==> src/rtl/i2c_merge_ctrl.sv <==
// Bus-state tracker and round-robin mask arbiter for the two-bus I2C fan-out.
// A new enable mask is applied only while the merged bus is idle past t_BUF.
module i2c_merge_ctrl #(
   parameter int         SYNC_STAGES    = 2,
   parameter int         BUF_CYCLES     = 100,
   parameter int         TIMEOUT_CYCLES = 1000000,
   parameter logic [1:0] DEFAULT_MASK   = 2'b11
) (
   input  logic       clk,
   input  logic       rst_n,
   input  logic       scl_i,
   input  logic       sda_i,
   input  logic       req0_valid,
   input  logic [1:0] req0_mask,
   output logic       req0_ready,
   input  logic       req1_valid,
   input  logic [1:0] req1_mask,
   output logic       req1_ready,
   output logic [1:0] enable_o,
   output logic       bus_busy_o,
   output logic       timeout_o
);

   localparam int GAP_W = $clog2(BUF_CYCLES) + 1;
   localparam int TO_W  = $clog2(TIMEOUT_CYCLES) + 1;
   localparam logic [GAP_W-1:0] GAP_LAST = GAP_W'(BUF_CYCLES - 1);
   localparam logic [TO_W-1:0]  TO_LAST  = TO_W'(TIMEOUT_CYCLES - 1);

   typedef enum logic [1:0] {
      IDLE  = 2'd0,
      APPLY = 2'd1,
      BUSY  = 2'd2,
      GAP   = 2'd3
   } state_t;

   function automatic logic [GAP_W-1:0] gap_inc(input logic [GAP_W-1:0] v);
      gap_inc = (v == {GAP_W{1'b1}}) ? v : v + GAP_W'(1);
   endfunction

   function automatic logic [TO_W-1:0] to_inc(input logic [TO_W-1:0] v);
      to_inc = (v == {TO_W{1'b1}}) ? v : v + TO_W'(1);
   endfunction

   logic [SYNC_STAGES-1:0] scl_sync_r, sda_sync_r;
   logic                   scl_prev_r, sda_prev_r;
   logic                   scl_s, sda_s, start_s, stop_s, scl_edge_s, both_high_s;

   state_t           state_r, state_nxt_s;
   logic [GAP_W-1:0] gap_cnt_r, gap_nxt_s;
   logic [TO_W-1:0]  to_cnt_r, to_nxt_s;
   logic             last_r;
   logic             grant0_s, grant1_s, do_grant_s, to_fire_s;
   logic [1:0]       grant_mask_s;
   logic [1:0]       enable_r;
   logic             ready0_r, ready1_r, busy_r, timeout_r;

   // Line synchronizers plus one extra copy for edge detection; idle level is high.
   always_ff @(posedge clk or negedge rst_n) begin
      if (!rst_n) begin
         scl_sync_r <= {SYNC_STAGES{1'b1}};
         sda_sync_r <= {SYNC_STAGES{1'b1}};
         scl_prev_r <= 1'b1;
         sda_prev_r <= 1'b1;
      end else begin
         scl_sync_r <= {scl_sync_r[SYNC_STAGES-2:0], scl_i};
         sda_sync_r <= {sda_sync_r[SYNC_STAGES-2:0], sda_i};
         scl_prev_r <= scl_sync_r[SYNC_STAGES-1];
         sda_prev_r <= sda_sync_r[SYNC_STAGES-1];
      end
   end

   assign scl_s       = scl_sync_r[SYNC_STAGES-1];
   assign sda_s       = sda_sync_r[SYNC_STAGES-1];
   assign start_s     = scl_s & scl_prev_r & sda_prev_r & ~sda_s;
   assign stop_s      = scl_s & scl_prev_r & ~sda_prev_r & sda_s;
   assign scl_edge_s  = scl_s ^ scl_prev_r;
   assign both_high_s = scl_s & sda_s;

   // Round-robin pick: on a tie the requester that did not win last time goes.
   always_comb begin
      grant0_s     = 1'b0;
      grant1_s     = 1'b0;
      grant_mask_s = req0_mask;
      if (req0_valid && req1_valid) begin
         grant0_s = last_r;
         grant1_s = ~last_r;
      end else begin
         grant0_s = req0_valid;
         grant1_s = req1_valid;
      end
      if (grant1_s) begin
         grant_mask_s = req1_mask;
      end else begin
         grant_mask_s = req0_mask;
      end
   end

   // Bus-state next-state logic; counters default to cleared outside their state.
   always_comb begin
      state_nxt_s = state_r;
      gap_nxt_s   = '0;
      to_nxt_s    = '0;
      do_grant_s  = 1'b0;
      to_fire_s   = 1'b0;
      case (state_r)
         IDLE: begin
            if (start_s) begin
               state_nxt_s = BUSY;
            end else if (req0_valid || req1_valid) begin
               state_nxt_s = APPLY;
               do_grant_s  = 1'b1;
            end else begin
               state_nxt_s = IDLE;
            end
         end
         APPLY: begin
            if (start_s) begin
               state_nxt_s = BUSY;
            end else begin
               state_nxt_s = IDLE;
            end
         end
         BUSY: begin
            if (start_s) begin
               state_nxt_s = BUSY;
            end else if (stop_s) begin
               state_nxt_s = GAP;
            end else if (to_cnt_r >= TO_LAST) begin
               state_nxt_s = GAP;
               to_fire_s   = 1'b1;
            end else begin
               to_nxt_s = scl_edge_s ? '0 : to_inc(to_cnt_r);
            end
         end
         GAP: begin
            if (start_s) begin
               state_nxt_s = BUSY;
            end else if (gap_cnt_r >= GAP_LAST) begin
               state_nxt_s = IDLE;
            end else begin
               gap_nxt_s = both_high_s ? gap_inc(gap_cnt_r) : '0;
            end
         end
         default: begin
            state_nxt_s = IDLE;
         end
      endcase
   end

   // State, counters, arbitration pointer and registered outputs.
   always_ff @(posedge clk or negedge rst_n) begin
      if (!rst_n) begin
         state_r   <= IDLE;
         gap_cnt_r <= '0;
         to_cnt_r  <= '0;
         last_r    <= 1'b1;
         enable_r  <= DEFAULT_MASK;
         ready0_r  <= 1'b0;
         ready1_r  <= 1'b0;
         busy_r    <= 1'b0;
         timeout_r <= 1'b0;
      end else begin
         state_r   <= state_nxt_s;
         gap_cnt_r <= gap_nxt_s;
         to_cnt_r  <= to_nxt_s;
         ready0_r  <= do_grant_s & grant0_s;
         ready1_r  <= do_grant_s & grant1_s;
         busy_r    <= (state_r == BUSY) || (state_r == GAP);
         timeout_r <= to_fire_s;
         if (do_grant_s) begin
            last_r   <= grant1_s;
            enable_r <= grant_mask_s;
         end else begin
            last_r   <= last_r;
            enable_r <= enable_r;
         end
      end
   end

   assign enable_o   = enable_r;
   assign req0_ready = ready0_r;
   assign req1_ready = ready1_r;
   assign bus_busy_o = busy_r;
   assign timeout_o  = timeout_r;

endmodule

==> config.mk <==
export PLATFORM = sky130hd
export DESIGN_NAME = i2c_merge_ctrl
export DESIGN_NICKNAME = d
export VERILOG_FILES = /design/src/rtl/i2c_merge_ctrl.sv
export SDC_FILE = /design/constraint.sdc
export NUM_CORES = 1
export LEC_CHECK = 0
export CAP_MARGIN = 5
export CORE_UTILIZATION = 50
export CTS_BUF_LIST = sky130_fd_sc_hd__clkbuf_16
export DETAILED_ROUTE_END_ITERATION = 12
export MAX_ROUTING_LAYER = met4
export PLACE_DENSITY = 0.67
export SYNTH_ARGS = -nofsm -noshare
export SYNTH_HDL_FRONTEND = slang
export SYNTH_SLANG_ARGS = --single-unit
==> constraint.sdc <==
create_clock -name clk -period 2.65 [get_ports clk]
set_input_delay 0.6625 -clock clk [delete_from_list [all_inputs] [get_ports clk]]
set_output_delay 0.6625 -clock clk [all_outputs]
set_load 0.05 [all_outputs]
Fig. 1: run 1, met1 routing
Scale: 6 px per micron. Supply wires on this layer in grey.
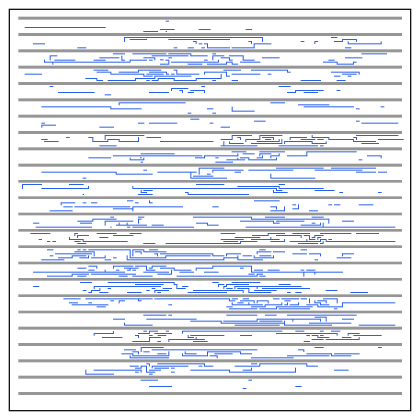
- longest straight run: 24.8 microns
- wire length on this layer: 1890 microns
- nets with wire on the layer: 212
- share of all routed wire: 47%
- main direction: horizontal

Fig. 2: run 1, the metal 2 layer
Scale: 4 px per micron. Cells faint in the background.
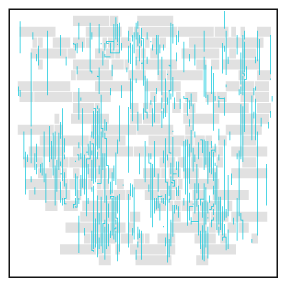
- wire length on this layer: 1890 microns
- main direction: vertical
- share of all routed wire: 47%
- nets with wire on the layer: 196

Fig. 3: run 1, signal wires on met3
Scale: 6 px per micron.
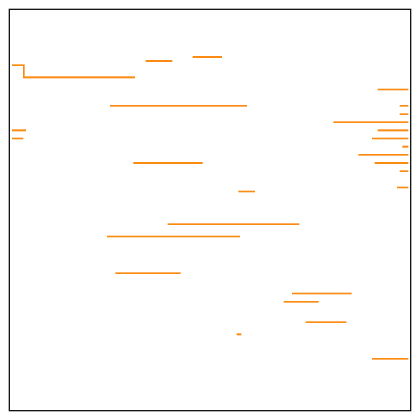
- nets with wire on the layer: 23
- main direction: horizontal
routed vias: 1560
Routed WL: 4040 microns
met3 usage: 0.0582

==> impl_metrics.json, run 1 <==
{
  "status": "complete, no violations",
  "arrival_ns": 1.60,
  "critical_path.slowest_cell": "clkdlybuf4s50_1",
  "period_minus_slack_ns": 2.27,
  "vdd_ir_drop_max_v": 0.000292,
  "wl_per_cell_microns": 15.1,
  "warnings": 26,
  "ff_latch_area_sq_um": 1110,
  "ys_seq_frac": 0.532,
  "die_area_sq_um": 4440,
  "crit_buf_inv": 1,
  "overflow": 0,
  "r2r_end": "to_cnt_r[16]",
  "finalClockSkew_ns": 0.00364,
  "tritoncts": "yes",
  "post-place-ws_ns": 0.517,
  "grt_use_total": 0.212,
  "drive_gt1_frac": 0.133,
  "max_freq_ghz": 0.441,
  "drt_first_iter_violations": 142,
  "power.switching_uw": 465,
  "finalMaxSlewViolations": 0,
  "gp_congestion": 0.801,
  "critPathKind": "reg2out",
  "p_comb_frac": 0.176,
  "initCoreUtil": 0.522,
  "p_clk_frac": 0.352,
  "total_power_uw": 1650,
  "required_ns": 1.99,
  "r2r_cells": 6,
  "dp_hpwl_microns": 2900,
  "endpoint_kind": "output port",
  "synth_area_sq_um": 2090,
  "stdcell_count": 268,
  "syn_area_per_cell_sq_um": 10.6,
  "rsz0062_at_grt": "false",
  "yosys-stat-area_sq_um": 2090,
  "synthTopCellsByCount": "dfrtp_1 (35), nor3_1 (21), nor2_1 (18)",
  "relSlewSlack": 0.432,
  "setup_violations": 0,
  "grt_pass1_vias": 1446,
  "top_area_cell": "dfrtp_1",
  "synth.area.top_cells": "dfrtp_1 (42%), dfstp_2 (11%), nor3_1 (5.0%)",
  "startpoint_type": "flop",
  "switching_share": 0.281,
  "ys_types": 41,
  "grt_start_max_net_pins": 25,
  "seq_power_share": 0.473,
  "num_antenna_cells": 0
}
==> run 1: worst reg2reg max path: stages (launching register included) <==
cell and delay (ns):
dfrtp_1 0.42, or3_4 0.42, nor4_4 0.18, a31oi_1 0.16, o211ai_2 0.45, buf_4 0.26, nor3_1 0.07
==> run 1: through the flow <==
stage / area, sq um / utilization / hold slack, ns
final: 2420 / 0.606 / 0.325
after global routing: 2420 / 0.606 / 0.357
after CTS: 2420 / 0.606 / 0.341
after detailed placement: 2290 / 0.571 / 0.347
after global placement: 2290 / 0.571 / 0.347
after floorplan: 2090 / - / 0.345
==> run 1: flip-flops by register name, summed over array words and instances, names as in the netlist, 2 cells and up, named ones only <==
signal / cells
enable_o: 2
to_cnt_r: 21
sda_sync_r: 2
gap_cnt_r: 8
scl_sync_r: 2
==> run 1: metal layers <==
metal	global-route usage	share of wire	vias to the layer above
li1	-	-	751
met3	0.0582	0.049	6
met1	0.288	0.47	769
met2	0.301	0.47	34
met4	0.0798	0.013	0
met5	-	0	-
==> run 1: power groups by stage <==
| stage | Combinational, uW | Sequential (uW) | Clock (uW) |
|---|---|---|---|
| after floorplan | 98.7 | 883 | 0 |
| after global placement | 288 | 789 | 0 |
| after detailed placement | 294 | 792 | 0 |
| after CTS | 294 | 781 | 598 |
| after global routing | 316 | 786 | 625 |
| final | 290 | 780 | 581 |
==> run 1: placed cells by master, fill, tap and decap left out, types with 4 or more instances in the layout <==
master           count
nor2_1              18
dfrtp_1             35
and2_1               4
and3_1               9
nand3_1              7
nand4_1              4
o21ai_0              6
clkbuf_16            5
nand2_1             15
xnor2_1              6
clkdlybuf4s50_1     14
dfstp_2              9
nor3_1              21
a31oi_1              5
inv_1                4
a21oi_1              4
xor2_1              10
==> run 1: kinds of logic (layout without fill, tap and decap cells) <==
family	count (synthesis)	after routing	synth area share
flops	44	44	0.532
other cells	1	2	0.00179
fa+ha+maj	3	3	0.0180
buf+inv	11	30	0.0251
compound gates	27	27	0.0904
simple gates	93	93	0.251
xor+xnor	16	16	0.0671
mux	3	3	0.0144
==> run 1: cell type report <==
| class | instances | share of cell area |
|---|---|---|
| Clock buffer | 5 | 0.0516 |
| Clock inverter | 3 | 0.00568 |
| Inverter | 4 | 0.00619 |
| Multi-Input combinational cell | 144 | 0.383 |
| Sequential cell | 44 | 0.459 |
| Tap cell | 50 | 0.0258 |
| Timing Repair Buffer | 18 | 0.0691 |
==> run 1: how the worst max path moves through the flow <==
stage                            start  cells past startpoint           end  slack [ns]
after floorplan           gap_cnt_r[0]                      6  gap_cnt_r[4]        0.87
after global placement      req1_valid                      4   enable_o[0]        0.54
after detailed placement    req1_valid                      4   enable_o[0]        0.52
after CTS                  enable_o[0]                      1   enable_o[0]        0.37
after global routing       enable_o[0]                      1   enable_o[0]        0.34
final                      enable_o[0]                      1   enable_o[0]        0.38
Fig. 4: run 1, placed standard cells
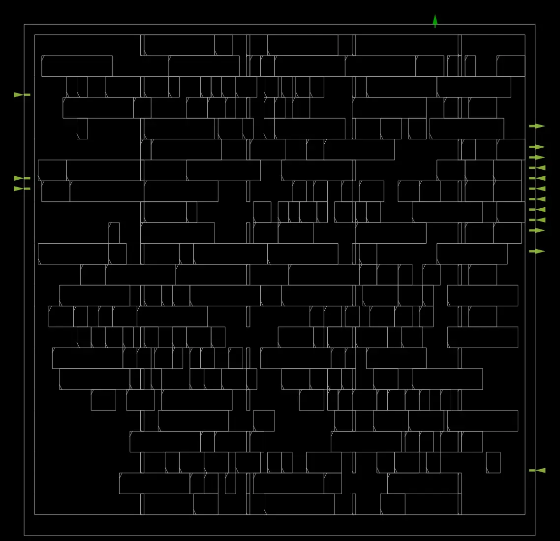

--- run 2 (diff from run 1) ---
--- a/config.mk
+++ b/config.mk
@@ -6,11 +6,11 @@
 export NUM_CORES = 1
 export LEC_CHECK = 0
 export CAP_MARGIN = 5
-export CORE_UTILIZATION = 50
+export CORE_UTILIZATION = 45
 export CTS_BUF_LIST = sky130_fd_sc_hd__clkbuf_16
 export DETAILED_ROUTE_END_ITERATION = 12
 export MAX_ROUTING_LAYER = met4
-export PLACE_DENSITY = 0.67
+export PLACE_DENSITY = 0.61
 export SYNTH_ARGS = -nofsm -noshare
 export SYNTH_HDL_FRONTEND = slang
 export SYNTH_SLANG_ARGS = --single-unit
Fig. 5: run 2, placed standard cells
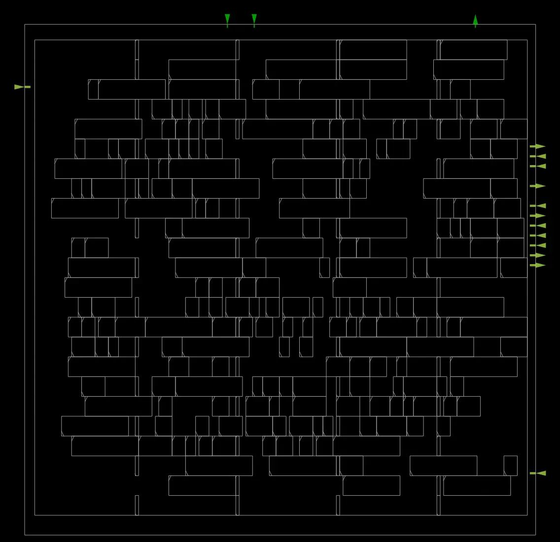
final design utilization: 0.550
num rows: 24
fraction of area in registers: 0.458
sequential cells: 44

==> run 2 against run 1 <==
Net effect:
- first-iteration DRC count down 4.9%
- fmax down 0.33%
- routed wire length is 5.5% lower
- global-route usage down 3.6 points
- final area up 0.21%
- via count decreased by 3.1%
- sequential power hardly changed
- synthesized cell count unchanged
- critical path depth is the same
- critical path type unchanged
- highest routed layer unchanged
==> impl_metrics.json, run 2 <==
{
  "die_area_sq_um": 4920,
  "vias": 1512,
  "grt_pass1_vias": 1503,
  "required_ns": 1.99,
  "final_area_sq_um": 2430,
  "synth.area.top_cells": "dfrtp_1 (42%), dfstp_2 (11%), nor3_1 (5.0%)",
  "dp_hpwl_microns": 2750,
  "status": "complete, no violations",
  "endpoint_kind": "output port",
  "largest_reg_flops": 21,
  "max_freq_ghz": 0.440,
  "top_area_cell": "dfrtp_1",
  "rsz0062_at_grt": "false",
  "tritoncts": "yes",
  "placed_area_sq_um": 2280,
  "ys_types": 41,
  "ys_seq_frac": 0.532,
  "detail_route.wirelength_microns": 3820,
  "final_layout_top_logic_cell": "dfrtp_1",
  "finalClockSkew_ns": 0.00522
}
Fig. 6: run 2, signal wires on met3
Scale: 6 px per micron.
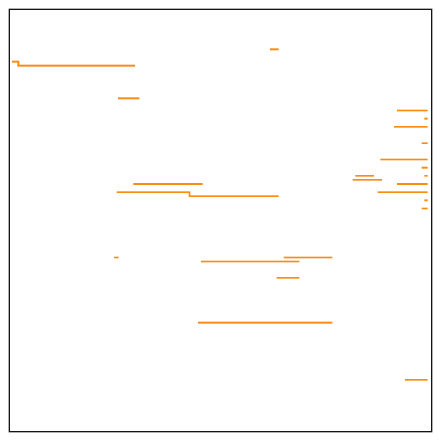
- main direction: horizontal
- nets with wire on the layer: 20
- wire length on this layer: 158 microns
- share of all routed wire: 4.1%
- longest straight run: 22.1 microns

## run 2: cell count changes in the layout (fill, tap and decap cells not counted)
cell | before | now
clkinv_2 | 2 | 0
clkinv_1 | 1 | 0
clkinv_4 | 0 | 1
buf_4 | 3 | 2
clkinvlp_4 | 0 | 2
## run 2: power by group
| part | total [uW] | switching (uW) | internal (uW) |
|---|---|---|---|
| logic | 289 | 190 | 99.0 |
| registers | 781 | 36.4 | 745 |
| clock network | 604 | 254 | 350 |
| total | 1670 | 481 | 1190 |
## run 2: area by class of cell
type / instances / area, sq um / share of cell area
sequential: 44 / 1110 / 0.458
clock buffer: 5 / 125 / 0.0515
inverter: 4 / 15.0 / 0.00618
timing repair buffer: 17 / 160 / 0.0659
tap: 52 / 65.1 / 0.0268
clock inverter: 3 / 23.8 / 0.00978
multi-input combinational: 144 / 928 / 0.382
## run 2: metrics by stage
stage          setup slack (ns)  hold slack [ns]  instances   util
4_1_cts                   0.359            0.359        269  0.550
3_3_place_gp              0.567            0.345        261  0.517
5_1_grt                   0.336            0.365        269  0.550
2_1_floorplan             0.871            0.345        199      -
3_5_place_dp              0.507            0.349        261  0.517
6_report                  0.376            0.356        269  0.550
## run 2: routing by layer
| layer | share of wire | GRT usage | vias up |
|---|---|---|---|
| met5 | 0 | - | - |
| met1 | 0.46 | 0.214 | 727 |
| li1 | - | - | 747 |
| met4 | 0.018 | 0.0800 | 0 |
| met3 | 0.041 | 0.0375 | 7 |
| met2 | 0.48 | 0.281 | 31 |
## run 2: logic make-up (layout without fill, tap and decap cells)
group                    Yosys count  in the layout  synth area share
AND/OR/NAND/NOR                   93             93             0.251
buffers and inverters             11             29            0.0251
AND-OR/OR-AND                     27             27            0.0904
other                              1              2           0.00179
XOR/XNOR                          16             16            0.0671
multiplexers                       3              3            0.0144
adder cells (fa/ha/maj)            3              3            0.0180
flip-flops                        44             44             0.532
## run 2: path summary, 6_finish.rpt
path	from	to	slack [ns]	depth (start not counted)
hold / removal	sda_sync_r[0]	sda_sync_r[1]	0.36	0
setup reg to reg	to_cnt_r[11]	to_cnt_r[2]	0.52	6
setup / recovery	enable_o[0]	enable_o[0]	0.38	1
min in group asynchronous	rst_n	to_cnt_r[11]	0.51	1
hold reg to reg	sda_sync_r[0]	sda_sync_r[1]	0.36	0
max in group asynchronous	rst_n	to_cnt_r[7]	1.55	1
Power figures rest on the tool's default switching activity, not on a simulated workload.
